## config.mk

```make
export PLATFORM = sky130hd
export DESIGN_NAME = ps2_kbd_ctrl_flat
export DESIGN_NICKNAME = d
export VERILOG_FILES = /design/src/rtl/ps2_kbd_ctrl_if.sv /design/src/rtl/ps2_kbd_ctrl.sv /design/src/flat_wrapper.sv
export SDC_FILE = /design/constraint.sdc
export NUM_CORES = 1
export LEC_CHECK = 0
export CAP_MARGIN = 15
export CORE_MARGIN = 2
export CORE_UTILIZATION = 45
export DETAILED_ROUTE_END_ITERATION = 8
export GPL_ROUTABILITY_DRIVEN = 0
export MAX_ROUTING_LAYER = met4
export PLACE_DENSITY = 0.67
export SYNTH_ARGS = -nofsm -noshare
export SYNTH_HDL_FRONTEND = slang
export SYNTH_SLANG_ARGS = --single-unit
```

## constraint.sdc

```tcl
create_clock -name clk -period 3.5 [get_ports clk]
set_clock_uncertainty 0.15 [all_clocks]
set_input_delay 0.7 -clock clk [delete_from_list [all_inputs] [get_ports clk]]
set_output_delay 0.7 -clock clk [all_outputs]
set_load 0.05 [all_outputs]
```

## src/rtl/ps2_kbd_ctrl_if.sv

```systemverilog
// ps2_kbd_ctrl_if: receiver-side byte stream in, key events out.
// master = byte source / event consumer, slave = controller.
interface ps2_kbd_ctrl_if;
    logic       in_valid;
    logic [7:0] in_code;
    logic       in_parity_err;
    logic       in_frame_err;
    logic       evt_valid;
    logic       evt_ready;
    logic [7:0] evt_code;
    logic       evt_ext;
    logic       evt_break;
    logic       overflow;
    logic [7:0] err_cnt;

    modport master (
        output in_valid, in_code, in_parity_err, in_frame_err,
        output evt_ready,
        input  evt_valid, evt_code, evt_ext, evt_break,
        input  overflow, err_cnt
    );

    modport slave (
        input  in_valid, in_code, in_parity_err, in_frame_err,
        input  evt_ready,
        output evt_valid, evt_code, evt_ext, evt_break,
        output overflow, err_cnt
    );
endinterface

```

## src/rtl/ps2_kbd_ctrl.sv

```systemverilog
// ps2_kbd_ctrl: collapses set-2 E0/F0 prefixes into key events, FIFO out.
// Optional prefix timeout enabled by defining PS2_KBD_TIMEOUT_EN.
module ps2_kbd_ctrl #(
    parameter int FIFO_DEPTH     = 4,
    parameter int TIMEOUT_CYCLES = 50000
) (
    input  logic           clk,
    input  logic           rst,
    ps2_kbd_ctrl_if.slave  kbd
);

    typedef enum logic [1:0] {
        S_IDLE,
        S_GOT_E0,
        S_GOT_F0,
        S_GOT_E0F0
    } state_t;

    localparam int AW = (FIFO_DEPTH > 1) ? $clog2(FIFO_DEPTH) : 1;

    state_t       r_state;
    state_t       w_state_nxt;
    logic         w_push;
    logic         w_ext;
    logic         w_brk;
    logic         w_err;
    logic         w_tmo;
    logic         w_bad;
    logic         w_is_e0;
    logic         w_is_f0;
    logic         w_is_key;

    logic [9:0]   r_mem [FIFO_DEPTH];
    logic [AW-1:0] r_wptr;
    logic [AW-1:0] r_rptr;
    logic [AW:0]  r_cnt;
    logic         w_empty;
    logic         w_full;
    logic         w_pop;
    logic         w_wr;
    logic         w_drop;
    logic [9:0]   w_head;

    logic         r_overflow;
    logic [7:0]   r_err_cnt;

    // Mutually exclusive byte classes; bad bytes win over everything.
    assign w_bad = kbd.in_parity_err | kbd.in_frame_err
                 | (kbd.in_code == 8'h00) | (kbd.in_code == 8'hFF);
    assign w_is_e0  = ~w_bad & (kbd.in_code == 8'hE0);
    assign w_is_f0  = ~w_bad & (kbd.in_code == 8'hF0);
    assign w_is_key = ~w_bad & ~w_is_e0 & ~w_is_f0;

`ifdef PS2_KBD_TIMEOUT_EN
    localparam int TW = $clog2(TIMEOUT_CYCLES + 1);

    logic [TW-1:0] r_tmo_cnt;

    // Cycles spent waiting inside a prefix; any byte restarts it.
    always_ff @(posedge clk) begin
        if (rst || kbd.in_valid || r_state == S_IDLE)
            r_tmo_cnt <= '0;
        else
            r_tmo_cnt <= r_tmo_cnt + TW'(1);
    end

    assign w_tmo = (r_state != S_IDLE)
                 & (r_tmo_cnt == TW'(TIMEOUT_CYCLES - 1));
`else
    // Without the timeout a prefix waits forever.
    assign w_tmo = 1'b0 & (TIMEOUT_CYCLES > 0);
`endif

    // Decoder state register.
    always_ff @(posedge clk) begin
        if (rst)
            r_state <= S_IDLE;
        else
            r_state <= w_state_nxt;
    end

    // Decoder next state, event generation and error strobe.
    always_comb begin
        w_state_nxt = r_state;
        w_push      = 1'b0;
        w_ext       = 1'b0;
        w_brk       = 1'b0;
        w_err       = 1'b0;
        if (kbd.in_valid) begin
            unique case (1'b1)
                w_bad: begin
                    w_state_nxt = S_IDLE;
                    w_err       = 1'b1;
                end
                w_is_e0: begin
                    w_state_nxt = S_GOT_E0;
                    w_err       = (r_state != S_IDLE);
                end
                w_is_f0: begin
                    if (r_state == S_IDLE)
                        w_state_nxt = S_GOT_F0;
                    else if (r_state == S_GOT_E0)
                        w_state_nxt = S_GOT_E0F0;
                end
                w_is_key: begin
                    w_push      = 1'b1;
                    w_ext       = (r_state == S_GOT_E0)
                                | (r_state == S_GOT_E0F0);
                    w_brk       = (r_state == S_GOT_F0)
                                | (r_state == S_GOT_E0F0);
                    w_state_nxt = S_IDLE;
                end
                default: ;
            endcase
        end else if (w_tmo) begin
            w_state_nxt = S_IDLE;
            w_err       = 1'b1;
        end
    end

    assign w_empty = (r_cnt == '0);
    assign w_full  = (r_cnt == (AW+1)'(FIFO_DEPTH));
    assign w_pop   = ~w_empty & kbd.evt_ready;
    assign w_wr    = w_push & (~w_full | w_pop);
    assign w_drop  = w_push & w_full & ~w_pop;

    // Event storage; entries are {ext, break, code}.
    always_ff @(posedge clk) begin
        if (w_wr)
            r_mem[r_wptr] <= {w_ext, w_brk, kbd.in_code};
    end

    // FIFO pointers and occupancy.
    always_ff @(posedge clk) begin
        if (rst) begin
            r_wptr <= '0;
            r_rptr <= '0;
            r_cnt  <= '0;
        end else begin
            if (w_wr)
                r_wptr <= r_wptr + AW'(1);
            if (w_pop)
                r_rptr <= r_rptr + AW'(1);
            if (w_wr && !w_pop)
                r_cnt <= r_cnt + (AW+1)'(1);
            else if (!w_wr && w_pop)
                r_cnt <= r_cnt - (AW+1)'(1);
        end
    end

    // Sticky drop flag and saturating error counter.
    always_ff @(posedge clk) begin
        if (rst) begin
            r_overflow <= 1'b0;
            r_err_cnt  <= 8'h00;
        end else begin
            if (w_drop)
                r_overflow <= 1'b1;
            if (w_err && r_err_cnt != 8'hFF)
                r_err_cnt <= r_err_cnt + 8'd1;
        end
    end

    assign w_head        = r_mem[r_rptr];
    assign kbd.evt_valid = ~w_empty;
    assign kbd.evt_code  = w_empty ? 8'h00 : w_head[7:0];
    assign kbd.evt_break = ~w_empty & w_head[8];
    assign kbd.evt_ext   = ~w_empty & w_head[9];
    assign kbd.overflow  = r_overflow;
    assign kbd.err_cnt   = r_err_cnt;

endmodule

```

## src/flat_wrapper.sv

```systemverilog
// flat-port wrapper written by rule: the top's interface ports become plain ports
module ps2_kbd_ctrl_flat 
#(
    parameter int FIFO_DEPTH     = 4,
    parameter int TIMEOUT_CYCLES = 50000
)
  (clk, rst, kbd_in_valid, kbd_in_code, kbd_in_parity_err, kbd_in_frame_err, kbd_evt_ready, kbd_evt_valid, kbd_evt_code, kbd_evt_ext, kbd_evt_break, kbd_overflow, kbd_err_cnt);
  ps2_kbd_ctrl_if kbd_i ();
  input  logic clk;
  input  logic rst;
  input wire logic [$bits(kbd_i.in_valid)-1:0] kbd_in_valid;
  input wire logic [$bits(kbd_i.in_code)-1:0] kbd_in_code;
  input wire logic [$bits(kbd_i.in_parity_err)-1:0] kbd_in_parity_err;
  input wire logic [$bits(kbd_i.in_frame_err)-1:0] kbd_in_frame_err;
  input wire logic [$bits(kbd_i.evt_ready)-1:0] kbd_evt_ready;
  output wire logic [$bits(kbd_i.evt_valid)-1:0] kbd_evt_valid;
  output wire logic [$bits(kbd_i.evt_code)-1:0] kbd_evt_code;
  output wire logic [$bits(kbd_i.evt_ext)-1:0] kbd_evt_ext;
  output wire logic [$bits(kbd_i.evt_break)-1:0] kbd_evt_break;
  output wire logic [$bits(kbd_i.overflow)-1:0] kbd_overflow;
  output wire logic [$bits(kbd_i.err_cnt)-1:0] kbd_err_cnt;
  assign kbd_i.in_valid = kbd_in_valid;
  assign kbd_i.in_code = kbd_in_code;
  assign kbd_i.in_parity_err = kbd_in_parity_err;
  assign kbd_i.in_frame_err = kbd_in_frame_err;
  assign kbd_i.evt_ready = kbd_evt_ready;
  assign kbd_evt_valid = kbd_i.evt_valid;
  assign kbd_evt_code = kbd_i.evt_code;
  assign kbd_evt_ext = kbd_i.evt_ext;
  assign kbd_evt_break = kbd_i.evt_break;
  assign kbd_overflow = kbd_i.overflow;
  assign kbd_err_cnt = kbd_i.err_cnt;
  ps2_kbd_ctrl #(.FIFO_DEPTH(FIFO_DEPTH), .TIMEOUT_CYCLES(TIMEOUT_CYCLES)) u_core (.clk(clk), .rst(rst), .kbd(kbd_i));
endmodule
```

==> results.json <==
{
  "quantity_of_gates_resized_following_cts": 0,
  "log.warning_count": 29,
  "maxClockFrequency_ghz": 0.315,
  "critPathArrivalTime_ns": 3.29,
  "synth-seq-area-share_pct": 62.3,
  "worst_slew_margin_pct": 60.9,
  "ys_cells": 185,
  "synthTopCellsByArea": "edfxtp_1 (47%), dfxtp_1 (16%), mux4_2 (8.8%)",
  "cts.sinks": 60,
  "routed_wire_length_per_instance_um": 15.0,
  "yosys_register_bits": 60,
  "critPathSlowestCell": "clkdlybuf4s50_1",
  "cap_violations": 0,
  "final_antenna_net_count": 0,
  "cts_setup_buffers": 0,
  "yosys.area.top_type": "edfxtp_1",
  "critPathLaunchType": "primary input",
  "ys_types": 37,
  "power.static_leakage_uw": 0.00114,
  "floorplan.die_area_mm2": 0.00634,
  "placeableCoreArea_mm2": 0.00551,
  "area_growth_pct": 27.3,
  "cp_num_buf_inv": 2,
  "antenna_found_initial": 0,
  "timing.final.crit_period_ns": 3.17,
  "final_hold_viol_count": 0,
  "fp_util_pct": 46.7,
  "unrepaired_setup_endpoints_after_global_routing": "no",
  "path_cells": "clkdlybuf4s50_1 > nand3_1 > o22ai_1 > a211oi_1 > nor2b_1 > ha_1 > inv_1 > fa_1 > xor2_1 > or3_1 > a21oi_1",
  "setup-tns-final_ns": 0,
  "clock_path_buffers": 2,
  "worst-endpoint-required_ns": 3.61,
  "timing.hold.ws_ns": 0.324,
  "syn-num-nets": 206,
  "ys_async_sr_fraction_pct": 0,
  "io_count": 34,
  "result_of_the_run": "finished clean",
  "synthMuxAreaShare_pct": 10.4,
  "synthFlopType": "edfxtp_1",
  "hold_class": "reg -> reg",
  "yosys_warnings": 0,
  "cell_rows": 27,
  "drt-total-wl_mm": 4.72,
  "antenna_diode_count": 0,
  "drt-pass1-iter-count": 4,
  "place_inst": 299,
  "logic_family": "simple AND/OR/NAND/NOR gates",
  "tightestPinTransition_ns": 0.587,
  "edff_count_synth": 40,
  "critical_path.max_stage_delay_ns": 0.47,
  "proportion_of_layout_cells_with_a_drive_suffix_above_1_pct": 17.3,
  "syn_area_mm2": 0.00257,
  "finalNonFillerCells": 315,
  "dr.first_iter.drc_count": 59,
  "clock_tree_from_tritoncts": "done",
  "post_synth_most_frequent_cells": "edfxtp_1 (40), dfxtp_1 (20), and2_1 (16)",
  "total_power_uw": 2250,
  "ys_sh_simple_pct": 13.0,
  "critPathTopFamily": "simple AND/OR/NAND/NOR gates",
  "io_buffer_count": 33,
  "final.setup.worst_slack_ns": 0.326,
  "grt_pass1_vias": 1659,
  "drc": 0,
  "synth_chip_area_mm2": 0.00257,
  "num-fill-cells": 453,
  "final_nets": 259,
  "grt_first_pass_wirelength_mm": 7.89,
  "netlist_instances": 185
}
==> cells in the final DEF (no fill, tap or decap), types with 6 or more instances in the layout <==
cell type	n
dfxtp_1	20
o21ai_1	6
ha_1	6
nor2_1	12
and2_1	16
buf_4	16
edfxtp_1	40
clkdlybuf4s50_1	33
clkbuf_8	11
inv_1	6
or3_1	8
mux4_2	10
nand3_1	7
a21oi_1	11
==> sequential cells by signal, summed over array words and instances (netlist names), named ones only <==
signal	flops
u_core.r_wptr	2
u_core.r_mem	40
u_core.r_state	2
u_core.kbd.err_cnt	8
u_core.r_cnt	3
u_core.kbd.overflow	1
u_core.r_rptr	2
==> stage by stage <==
step,area [um2],utilization [%]
finish,3270,59.5
detailed placement,3080,55.9
floorplan,2570,-
global route,3270,59.5
global placement,3080,55.9
CTS,3270,59.5
==> cell families after synthesis <==
logic type      after synthesis
fa+ha+maj                     7
buf+inv                      13
simple gates                 60
compound gates               26
mux                          14
flops                        60
xor+xnor                      5
==> cell type report <==
cell class              count  area, um2  area share, %
clock buffers              14        163           4.97
multi-input cells         112        913           27.9
well taps                  72       90.1           2.75
inverters                   6       22.5          0.688
repair buffers             49        450           13.8
clock inverters             2       33.8           1.03
flip-flops and latches     60       1600           48.9
==> power by group <==
part	leakage (uW)	switching, uW	internal, uW
clock	0.0000983	239	366
sequential	0.000531	35.6	795
combinational	0.000507	496	318
total	0.00114	770	1480
==> tightest hold or removal path: stages (launching register included) <==
cell	delay, ns
dfxtp_1	0.33
a21oi_1	0.04
nor2_1	0.07
==> per-layer routing <==
layer / up-vias / global-route usage, % / part of all wire (%)
met5: - / - / 0
met4: 0 / 7.76 / 1.3
met3: 8 / 3.39 / 4.7
met2: 37 / 29.5 / 52
met1: 759 / 19.5 / 42
li1: 798 / - / -
==> path summary, 6_finish.rpt <==
check	slack, ns	endpoint	startpoint	cells after the start
min reg2reg	0.32	u_core.kbd.overflow	u_core.kbd.overflow	2
min	0.32	u_core.kbd.overflow	u_core.kbd.overflow	2
max reg2reg	0.98	u_core.r_cnt[2]	u_core.r_cnt[0]	8
max	0.33	u_core.r_cnt[2]	kbd_in_code[7]	11
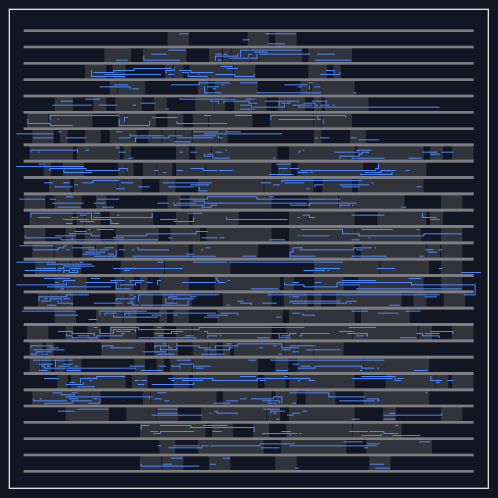
Figure 1: metal 1.
Scale: 6 px per um. Supply wires on this layer in gray.
longest straight run	28.5 um
main direction	horizontal
nets with wire on the layer	233

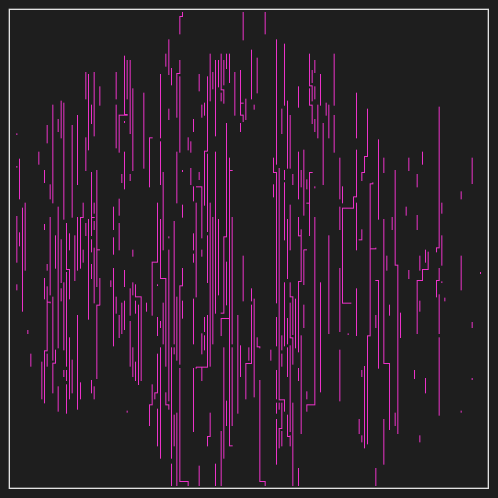
Figure 2: metal 2.
Scale: 6 px per um.
nets with wire on the layer	221
main direction	vertical
share of all routed wire	52%
wire length on this layer	2,460 um

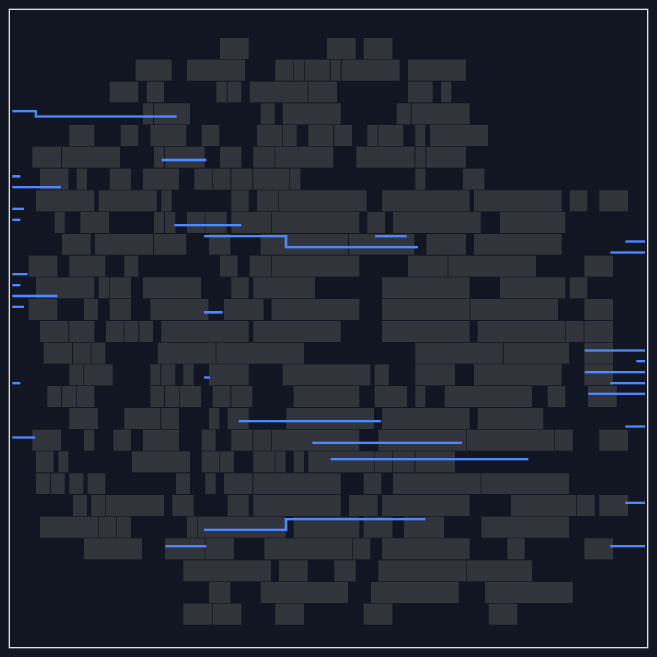
Figure 3: the metal 3 layer.
Scale: 8 px per um.
wire length on this layer	223 um
nets with wire on the layer	26
main direction	horizontal

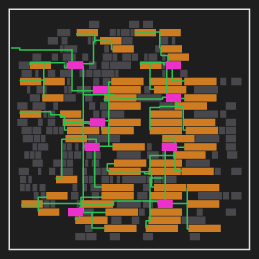
Figure 4: clock distribution.
Scale: 3 px per um.
[magenta] cells driving clock nets | count: 9
[orange] flip-flops | count: 60
[green] clock wires | length: 646 um
routed clock nets	10
flops lie	widely spread
Clock Latency Late Sink: 0.32 ns
Clock Power: 606 uW
share of power burned in the clock network: 26.9%

No activity file was given, so power comes from the tool's default toggle rates.
